## config.mk

```make
export PLATFORM = sky130hd
export DESIGN_NAME = mem_port_arbiter
export DESIGN_NICKNAME = d
export VERILOG_FILES = /design/src/rtl/mem_port_arbiter.sv
export SDC_FILE = /design/constraint.sdc
export NUM_CORES = 1
export LEC_CHECK = 0
export ABC_AREA = 1
export CAP_MARGIN = 20
export CORE_AREA = 10 10 78 63
export CTS_BUF_LIST = sky130_fd_sc_hd__clkbuf_4 sky130_fd_sc_hd__clkbuf_8 sky130_fd_sc_hd__clkbuf_16
export CTS_CLUSTER_DIAMETER = 100
export DETAILED_ROUTE_END_ITERATION = 12
export DIE_AREA = 0 0 88 73
export GPL_TIMING_DRIVEN = 0
export PLACE_DENSITY = 0.89
export SLEW_MARGIN = 20
export SYNTH_ARGS = -nofsm -noshare
export SYNTH_HDL_FRONTEND = slang
export SYNTH_SLANG_ARGS = --single-unit
```

## constraint.sdc

```tcl
create_clock -name clk -period 1.4 [get_ports clk]
set_input_delay 0.28 -clock clk [delete_from_list [all_inputs] [get_ports clk]]
set_output_delay 0.28 -clock clk [all_outputs]
set_load 0.03 [all_outputs]
```

## src/rtl/mem_port_arbiter.sv

```systemverilog
// mem_port_arbiter
// Shares one single-ported synchronous RAM between the instruction-fetch port
// and the data-access port. Grants at most one access per cycle. Read data
// returns one cycle after the grant and goes only to the port that issued it.
//
// Ports:
//   clk, reset                 clock, synchronous active-high reset
//   i_req/i_addr               fetch request (read only)
//   i_gnt/i_stall              fetch granted this cycle / waiting for a grant
//   i_rvalid/i_rdata           fetch read return
//   d_req/d_we/d_addr/d_wdata  data request (read or write)
//   d_gnt/d_stall              data granted this cycle / waiting for a grant
//   d_rvalid/d_rdata           data read return
//   m_en/m_we/m_addr/m_wdata   memory command
//   m_rdata                    memory read data, one cycle after a read command
//
// Build option:
//   MEM_ARB_DATA_PRIORITY_EN   defined: the data port always wins a conflict.
//                              undefined: round-robin between the two ports.

module mem_port_arbiter #(
  parameter int ADDR_W = 8,
  parameter int DATA_W = 16
) (
  input  logic              clk,
  input  logic              reset,
  input  logic              i_req,
  input  logic [ADDR_W-1:0] i_addr,
  output logic              i_gnt,
  output logic              i_stall,
  output logic              i_rvalid,
  output logic [DATA_W-1:0] i_rdata,
  input  logic              d_req,
  input  logic              d_we,
  input  logic [ADDR_W-1:0] d_addr,
  input  logic [DATA_W-1:0] d_wdata,
  output logic              d_gnt,
  output logic              d_stall,
  output logic              d_rvalid,
  output logic [DATA_W-1:0] d_rdata,
  output logic              m_en,
  output logic              m_we,
  output logic [ADDR_W-1:0] m_addr,
  output logic [DATA_W-1:0] m_wdata,
  input  logic [DATA_W-1:0] m_rdata
);

  // last_win: 0 = fetch won the most recent grant, 1 = data won it.
  logic last_win_q, last_win_d;
  // Read in flight: valid bit and owner (0 = fetch, 1 = data).
  logic rd_pend_q, rd_pend_d;
  logic rd_owner_q, rd_owner_d;

  // Arbitration, same cycle. Grants are forced low while reset is high.
  always_comb begin
    i_gnt = 1'b0;
    d_gnt = 1'b0;
    if (!reset) begin
`ifdef MEM_ARB_DATA_PRIORITY_EN
      // last_win is still tracked below but plays no part in the decision.
      d_gnt = d_req;
      i_gnt = i_req & ~d_req;
`else
      if (i_req && d_req) begin
        // Grant whichever port did not win last time.
        i_gnt = last_win_q;
        d_gnt = ~last_win_q;
      end else begin
        i_gnt = i_req;
        d_gnt = d_req;
      end
`endif
    end
  end

  assign i_stall = i_req & ~i_gnt;
  assign d_stall = d_req & ~d_gnt;

  // Memory command.
  always_comb begin
    m_en    = i_gnt | d_gnt;
    m_we    = d_gnt & d_we;
    m_addr  = '0;
    m_wdata = '0;
    if (i_gnt) begin
      m_addr = i_addr;
    end else if (d_gnt) begin
      m_addr = d_addr;
    end
    if (i_gnt || d_gnt) begin
      m_wdata = d_wdata;
    end
  end

  // Next-state logic.
  always_comb begin
    last_win_d = last_win_q;
    if (i_gnt) begin
      last_win_d = 1'b0;
    end else if (d_gnt) begin
      last_win_d = 1'b1;
    end
    rd_pend_d  = i_gnt | (d_gnt & ~d_we);
    rd_owner_d = d_gnt;
  end

  always_ff @(posedge clk) begin
    if (reset) begin
      last_win_q <= 1'b1;
      rd_pend_q  <= 1'b0;
      rd_owner_q <= 1'b0;
    end else begin
      last_win_q <= last_win_d;
      rd_pend_q  <= rd_pend_d;
      rd_owner_q <= rd_owner_d;
    end
  end

  // Read return. A read granted just before reset must not surface in the
  // reset cycle, so the pending flag is masked by reset as well.
  always_comb begin
    i_rvalid = rd_pend_q & ~rd_owner_q & ~reset;
    d_rvalid = rd_pend_q & rd_owner_q & ~reset;
    i_rdata  = i_rvalid ? m_rdata : '0;
    d_rdata  = d_rvalid ? m_rdata : '0;
  end

endmodule

```

**Signal wires on met2**

Bar = 20 um. Cells faint in the background.
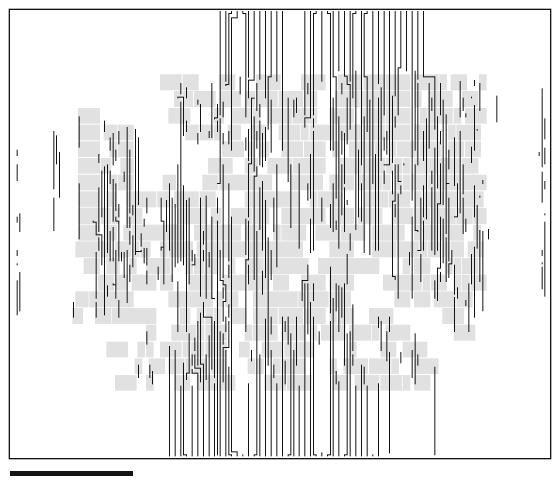
- share of all routed wire: 59%
- nets with wire on the layer: 300

**Routing congestion map**

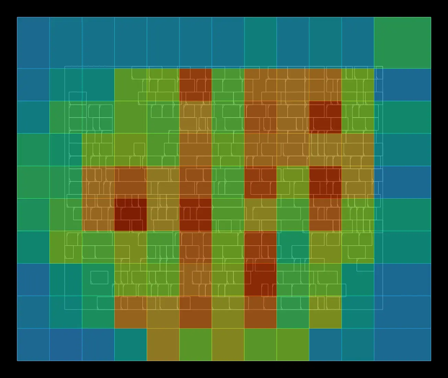
average wire per standard cell: 16.2 um
met2 usage in global routing: 27.3%
met1 layer usage reported by global route: 13.4%
most crowded layer after global routing: met2

[worst reg2reg max path: stages, from the launching register on]
cell and delay (ns):
dfxtp_4 0.36, inv_2 0.09, nand2_2 0.08, buf_4 0.14, nand2_1 0.05, nand2_1 0.04
[what timing repair did]
| action | 4_1_cts | 5_1_grt |
|---|---|---|
| pin swaps | 8 | 16 |
| setup endpoints to repair | 64 | 58 |
| gates resized | 409 | 106 |
| gates cloned | 7 | 2 |
| buffers inserted | 7 | 6 |
[where the power goes]
| part | total, mW | internal, mW | leakage, nW | switching (mW) |
|---|---|---|---|---|
| clock network | 0.271 | 0.214 | 0.0262 | 0.0574 |
| registers | 0.102 | 0.0924 | 0.0260 | 0.00980 |
| logic | 0.800 | 0.373 | 1.20 | 0.427 |
[logic make-up (layout without fill, tap and decap cells)]
kind of cell	Yosys count	in the layout	share of synthesized area, %
and+or+nand+nor	94	100	64.5
buffers and inverters	47	182	28.0
DFF	3	3	7.51
[worst max-delay path by stage]
stage                          start          end  slack, ns  cells past startpoint
after floorplan                reset  i_rdata[10]      -0.08                      6
after global placement         i_req   m_wdata[6]      -0.99                      7
after detailed placement       i_req   m_wdata[6]      -0.99                      7
after CTS                  rd_pend_q  i_rdata[13]       -0.1                      6
after global routing       rd_pend_q  i_rdata[14]      -0.17                      6
final                     rd_owner_q  i_rdata[14]      -0.11                      5
[routing by layer]
layer / vias up / routed length (um)
met5: - / 0
met4: 0 / 0
met3: 0 / 361
met2: 48 / 3150
met1: 660 / 1800
li1: 710 / -
[registers in the layout, indices dropped and copies added, names as in the netlist]
name,flops
last_win_q,1
rd_owner_q,1
rd_pend_q,1
[through the flow]
step	area, um^2	setup TNS (ns)
floorplan	820	-1.22
global placement	2020	-43.07
detailed placement	2020	-44.19
CTS	2120	-1.20
global route	2450	-2.76
finish	2450	-1.46
==> flow_metrics.env <==
# source this file to load flow results
export IMPL_run_status="complete, but fails checks"
export IMPL_violations="negative setup slack"
export IMPL_comb_total_area_pct=31.3
export IMPL_floorplan_nets=197
export IMPL_design_final_nets=339
export IMPL_kind_of_launch_point_of_the_worst_setup_path="flop"
export IMPL_cts_htree_levels=1
export IMPL_route_vias_total=1418
export IMPL_max_cap_viol_count=0
export IMPL_setup_viol_count_final=24
export IMPL_area_share_sequential_pct=2.81
export IMPL_final_replace_weighted_congestion=0.725
export IMPL_synth_flops=3
export IMPL_openroad_warnings=29
export IMPL_clock_latency_ns=0.21
export IMPL_flop_area_um2=68.8
export IMPL_cts_root_to_sink_buffers=2
export IMPL_timing_max_slew_rel_slack_pct=87.0
export IMPL_critical_path_peak_fanout=5
export IMPL_buffers=137
export IMPL_synth_area_um2=800
export IMPL_path_class="flop to output pin"
export IMPL_layout_setup_ws_ns=-0.110
export IMPL_list_of_most_frequent_post_synthesis_cells="45 x nor2_1, 38 x inv_1, 13 x nand2_1"
export IMPL_drt_first_pass_iters=4
Power figures rest on the tool's default switching activity, not on a simulated workload.
